File: src/rtl/mem_arbiter_pkg.sv
// mem_arbiter_pkg
//   Shared definitions for the byte-serial memory arbiter: controller state
//   encoding, d_size codes, the IO-region address predicate and the helper
//   that turns a d_size code into a byte count.
package mem_arbiter_pkg;

  // Controller states: one idle state plus one state per kind of access.
  typedef enum logic [1:0] {
    ST_IDLE   = 2'd0,
    ST_IFETCH = 2'd1,
    ST_DLOAD  = 2'd2,
    ST_DSTORE = 2'd3
  } arb_state_e;

  // d_size codes; the reserved code behaves like a word access.
  localparam logic [1:0] SIZE_BYTE    = 2'b00;
  localparam logic [1:0] SIZE_HALF    = 2'b01;
  localparam logic [1:0] SIZE_WORD    = 2'b10;
  localparam logic [1:0] SIZE_ILLEGAL = 2'b11;

  // Address bits [17:16] equal to this value select the IO (UART) region.
  localparam logic [1:0] IO_REGION = 2'b11;

  // True when the upper address bits [17:16] select the IO region.
  function automatic logic isIoAddr(input logic [1:0] addrHi);
    return addrHi == IO_REGION;
  endfunction

  // Number of bytes moved by a data access of the given size code.
  function automatic logic [2:0] sizeToLen(input logic [1:0] size);
    case (size)
      SIZE_BYTE: return 3'd1;
      SIZE_HALF: return 3'd2;
      default:   return 3'd4;
    endcase
  endfunction

endpackage

File: src/rtl/mem_arbiter.sv
// mem_arbiter
//   Byte-serial memory controller between the caches and the 8-bit RAM/IO
//   bus. Serves an instruction-block fetch channel and a data load/store
//   channel with fixed priority (data first). Fetches can be flushed; stores
//   into the IO region wait while the UART buffer is full.
//
// Ports
//   clk, rst            clock, synchronous active-low reset
//   rdy                 global ready; low freezes every register
//   if_req/if_addr      instruction block request and aligned base address
//   if_flush            abort a fetch in progress or about to start
//   if_done/if_block    one-cycle completion pulse and the fetched block
//   d_req/d_we/d_size   data request, store select and access size
//   d_addr/d_wdata      data address and little-endian store data
//   d_done/d_rdata      one-cycle completion pulse and zero-extended load data
//   mem_din             read byte, valid one cycle after its address
//   mem_dout/mem_a      write byte and byte address
//   mem_wr              write strobe
//   io_buffer_full      UART buffer full; stalls IO-region stores
module mem_arbiter
  import mem_arbiter_pkg::*;
#(
  parameter int BLOCK_BYTES = 16,
  parameter int ADDR_W      = 32
) (
  input  logic                     clk,
  input  logic                     rst,
  input  logic                     rdy,
  input  logic                     if_req,
  input  logic [ADDR_W-1:0]        if_addr,
  input  logic                     if_flush,
  output logic                     if_done,
  output logic [8*BLOCK_BYTES-1:0] if_block,
  input  logic                     d_req,
  input  logic                     d_we,
  input  logic [1:0]               d_size,
  input  logic [ADDR_W-1:0]        d_addr,
  input  logic [31:0]              d_wdata,
  output logic                     d_done,
  output logic [31:0]              d_rdata,
  input  logic [7:0]               mem_din,
  output logic [7:0]               mem_dout,
  output logic [ADDR_W-1:0]        mem_a,
  output logic                     mem_wr,
  input  logic                     io_buffer_full
);

  // The counter must be able to reach BLOCK_BYTES itself, not just index it.
  localparam int CW = $clog2(BLOCK_BYTES) + 1;
  localparam int BW = 8 * BLOCK_BYTES;

  arb_state_e        state_q, state_d;
  logic [CW-1:0]     cnt_q, cnt_d;
  logic [CW-1:0]     len_q, len_d;
  logic [ADDR_W-1:0] base_q, base_d;
  logic [31:0]       wdata_q, wdata_d;
  logic [BW-1:0]     fetchBuf_q, fetchBuf_d;
  logic [31:0]       loadBuf_q, loadBuf_d;
  logic              ifDone_q, ifDone_d;
  logic              dDone_q, dDone_d;
  logic [BW-1:0]     ifBlock_q, ifBlock_d;
  logic [31:0]       dRdata_q, dRdata_d;

  logic [CW-1:0]     laneSel;
  logic              byteValid;
  logic              ioStall;
  logic [BW-1:0]     fetchMerged;
  logic [31:0]       loadMerged;
  logic [31:0]       wdataShifted;

  // mem_din always carries the byte addressed in the previous cycle, so the
  // lane being filled is one behind the counter; nothing is valid at k == 0.
  assign laneSel   = cnt_q - CW'(1);
  assign byteValid = (cnt_q != '0);

  // IO stores hold in place while the UART cannot accept another byte.
  assign ioStall = (state_q == ST_DSTORE) && isIoAddr(base_q[17:16]) && io_buffer_full;

  // Fetch buffer with the incoming byte dropped into its lane. Bytes are
  // collected privately so a flushed fetch never disturbs if_block.
  for (genvar g = 0; g < BLOCK_BYTES; g++) begin : g_fetchLane
    assign fetchMerged[8*g +: 8] = (byteValid && laneSel == CW'(g)) ? mem_din
                                                                    : fetchBuf_q[8*g +: 8];
  end

  // Same lane merge for the 4-byte load buffer; unused upper lanes stay zero
  // because the buffer is cleared when a load starts.
  for (genvar g = 0; g < 4; g++) begin : g_loadLane
    assign loadMerged[8*g +: 8] = (byteValid && laneSel == CW'(g)) ? mem_din
                                                                   : loadBuf_q[8*g +: 8];
  end

  // Bus drive: the address and write byte follow the counter directly, so
  // they freeze together with the registers when rdy is low. Reads stop
  // driving the address once every byte has been requested.
  assign wdataShifted = wdata_q >> {cnt_q[1:0], 3'b000};

  always_comb begin
    mem_a    = '0;
    mem_dout = '0;
    mem_wr   = 1'b0;
    case (state_q)
      ST_IFETCH, ST_DLOAD: begin
        if (cnt_q < len_q) begin
          mem_a = base_q + ADDR_W'(cnt_q);
        end
      end
      ST_DSTORE: begin
        mem_a    = base_q + ADDR_W'(cnt_q);
        mem_dout = wdataShifted[7:0];
        mem_wr   = !ioStall;
      end
      default: ;
    endcase
  end

  // Next-state logic. Arbitration in IDLE gives data priority and ignores a
  // channel whose done pulse is showing this cycle, since its requester has
  // not yet had a chance to drop the request. A fetch in progress is never
  // preempted; only a flush ends it early.
  always_comb begin
    state_d    = state_q;
    cnt_d      = cnt_q;
    len_d      = len_q;
    base_d     = base_q;
    wdata_d    = wdata_q;
    fetchBuf_d = fetchBuf_q;
    loadBuf_d  = loadBuf_q;
    ifDone_d   = 1'b0;
    dDone_d    = 1'b0;
    ifBlock_d  = ifBlock_q;
    dRdata_d   = dRdata_q;

    case (state_q)
      ST_IDLE: begin
        if (d_req && !dDone_q) begin
          state_d   = d_we ? ST_DSTORE : ST_DLOAD;
          base_d    = d_addr;
          len_d     = CW'(sizeToLen(d_size));
          wdata_d   = d_wdata;
          loadBuf_d = '0;
          cnt_d     = '0;
        end else if (if_req && !if_flush && !ifDone_q) begin
          state_d    = ST_IFETCH;
          base_d     = if_addr;
          len_d      = CW'(BLOCK_BYTES);
          fetchBuf_d = '0;
          cnt_d      = '0;
        end
      end

      ST_IFETCH: begin
        if (if_flush) begin
          state_d = ST_IDLE;
          cnt_d   = '0;
        end else begin
          fetchBuf_d = fetchMerged;
          if (cnt_q == len_q) begin
            ifBlock_d = fetchMerged;
            ifDone_d  = 1'b1;
            state_d   = ST_IDLE;
            cnt_d     = '0;
          end else begin
            cnt_d = cnt_q + CW'(1);
          end
        end
      end

      ST_DLOAD: begin
        loadBuf_d = loadMerged;
        if (cnt_q == len_q) begin
          dRdata_d = loadMerged;
          dDone_d  = 1'b1;
          state_d  = ST_IDLE;
          cnt_d    = '0;
        end else begin
          cnt_d = cnt_q + CW'(1);
        end
      end

      ST_DSTORE: begin
        if (!ioStall) begin
          if (cnt_q == len_q - CW'(1)) begin
            dDone_d = 1'b1;
            state_d = ST_IDLE;
            cnt_d   = '0;
          end else begin
            cnt_d = cnt_q + CW'(1);
          end
        end
      end

      default: begin
        state_d = ST_IDLE;
        cnt_d   = '0;
      end
    endcase
  end

  // State register. Reset wins over rdy and abandons whatever access was in
  // flight, including a partly written store; rdy low holds everything.
  always_ff @(posedge clk) begin
    if (!rst) begin
      state_q    <= ST_IDLE;
      cnt_q      <= '0;
      len_q      <= '0;
      base_q     <= '0;
      wdata_q    <= '0;
      fetchBuf_q <= '0;
      loadBuf_q  <= '0;
      ifDone_q   <= 1'b0;
      dDone_q    <= 1'b0;
      ifBlock_q  <= '0;
      dRdata_q   <= '0;
    end else if (rdy) begin
      state_q    <= state_d;
      cnt_q      <= cnt_d;
      len_q      <= len_d;
      base_q     <= base_d;
      wdata_q    <= wdata_d;
      fetchBuf_q <= fetchBuf_d;
      loadBuf_q  <= loadBuf_d;
      ifDone_q   <= ifDone_d;
      dDone_q    <= dDone_d;
      ifBlock_q  <= ifBlock_d;
      dRdata_q   <= dRdata_d;
    end
  end

  assign if_done  = ifDone_q;
  assign d_done   = dDone_q;
  assign if_block = ifBlock_q;
  assign d_rdata  = dRdata_q;

endmodule

File: config.mk
export PLATFORM = sky130hd
export DESIGN_NAME = mem_arbiter
export DESIGN_NICKNAME = d
export VERILOG_FILES = /design/src/rtl/mem_arbiter_pkg.sv /design/src/rtl/mem_arbiter.sv
export SDC_FILE = /design/constraint.sdc
export NUM_CORES = 1
export LEC_CHECK = 0
export CAP_MARGIN = 30
export CORE_UTILIZATION = 35
export CTS_CLUSTER_SIZE = 14
export DETAILED_ROUTE_END_ITERATION = 8
export HOLD_SLACK_MARGIN = 0.02
export SLEW_MARGIN = 20
export SYNTH_ARGS = -nofsm -noshare
export SYNTH_HDL_FRONTEND = slang
export SYNTH_SLANG_ARGS = --single-unit
File: constraint.sdc
create_clock -name clk -period 3.5 [get_ports clk]
set_input_delay 0.7 -clock clk [delete_from_list [all_inputs] [get_ports clk]]
set_output_delay 0.7 -clock clk [all_outputs]
set_load 0.02 [all_outputs]
### Signal wires on met3

(2 px per um)
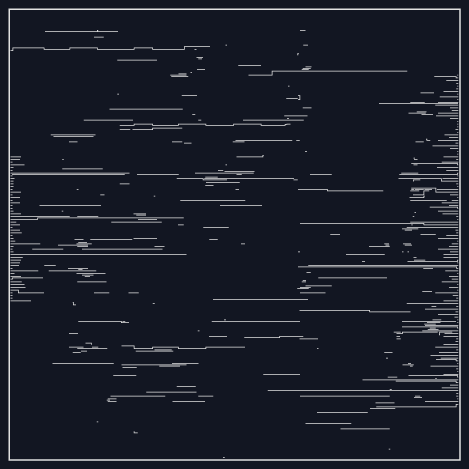
The layer holds 7.1% of the routed length. 293 nets have wire on it. The layer carries 4,150 um of wire. The wires run mostly horizontal.
drt total wl: 58,720 um
Via Count: 15,960
GR Layer Usage met3: 4.977%

### Signal wires by layer

(1 px per um)
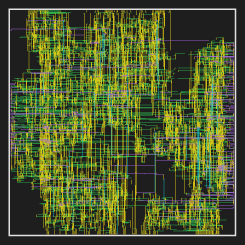
M2: in yellow, wire length 27.3 mm. M1: in green, wire length 25.6 mm. M3: in purple, wire length 4,150 um. M4: in cyan, wire length 1,680 um.
drt wl/cell: 19.74 um
gr usage total: 22.81%

### Clock distribution

(2 px per um)
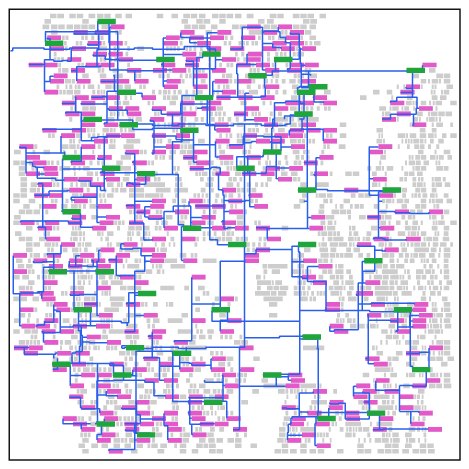
clock-net drivers: in green, count 45. clock wires: in blue, length 5,510 um. flip-flops: in magenta, count 397.
Position of the flops: spread over the die.

==> impl_metrics.ini <==
; yosys + openroad results
[synthesis]
synthesis.area_sq_um = 17360
adder_share_pct = 1.701
ys_seq_elements = 397
ys_cells = 2009
synth_chip_area_sq_um = 17360
ff_type = dfxtp_1
ys_warn_count = 0
synthMuxAreaShare_pct = 6.705

[setup_path]
worstSetupPathType = flop to output port
rr_startpoint = cnt_q[0]
slowest_delay_ns = 0.35
worst_ep_arrival_time_ns = 2.75

[timing]
drv_slew = 0
rsz0062_at_grt = yes
post-route-min-period_ns = 3.454
finalClockPeriodUsage_pct = 98.69

[pwr]
power_density_nw_per_um2 = 472.5
vdd_drop_max_mv = 0.2996

[detailed_routing]
drcViolationCount = 0
via_per_inst = 5.366

[global_route]
grt_pass1_vias = 15330

[die]
core_region_area_sq_um = 48950
placementRows = 81
die_w_um = 224.7

[cts]
cts_tree = done

[finish]
fin_nets = 2415
stdcell_area_sq_um = 22850
flop_area_sq_um = 7956

[status]
status = finished clean
power breakdown:
group | total [mW] | switching [mW] | internal [mW]
Sequential | 4.77 | 0.111 | 4.66
Combinational | 1.09 | 0.649 | 0.445
Clock | 4.93 | 2.03 | 2.90
Total | 10.8 | 2.79 | 8.01
logic make-up (layout without fill, tap and decap cells):
logic type                 Yosys count  after routing
buffers and inverters              197            498
muxes                              106            106
xor gates and xnor gates            30             30
DFF                                397            397
AOI/OAI and AO/OA                  680            680
and+or+nand+nor                    576            576
adders and majority gates           23             23
flip-flops by register name, indices dropped and copies added (netlist names):
signal	flops
len_q	4
if_done	1
d_rdata	32
if_block	128
d_done	1
state_q	2
fetchBuf_q	128
base_q	32
cnt_q	5
loadBuf_q	32
wdata_q	32
per-layer routing:
metal	routed length, um	track usage, %
met1	25640	29.87
met3	4154	4.977
met5	0	0
met4	1675	7.549
met2	27250	37.11
layout make-up:
cell class,count,share of cell area (%)
repair buffers,393,16.52
multi-input cells,1415,37.81
well taps,664,3.636
flip-flops and latches,397,34.82
inverters,26,0.4380
clock buffers,61,5.629
clock inverters,18,1.150
final timing paths:
kind | end | slack (ns)
hold reg to reg | fetchBuf_q[80] | 0.45
setup reg to reg | fetchBuf_q[26] | 0.43
setup / recovery | mem_a[29] | 0.05
hold / removal | fetchBuf_q[80] | 0.45
Yosys cell counts, types with 26 or more instances:
cell type,number
a32o_1,32
nor2_1,138
inv_1,26
a21oi_1,304
nand3_1,64
o21ai_0,214
mux2i_1,96
or2_2,26
a311oi_1,32
nand2_1,221
dfxtp_1,397
and2_1,42
clkbuf_1,129
a31oi_1,37
timing repair:
item,4_1_cts,5_1_grt
setup buffers,7,7
endpoints found under the hold margin,0,0
gates resized,101,23
endpoints found under the setup margin,32,22
cloned,2,0
pin swaps,4,10
hold buffers,0,0
Power is estimated from default activity; no workload was simulated.
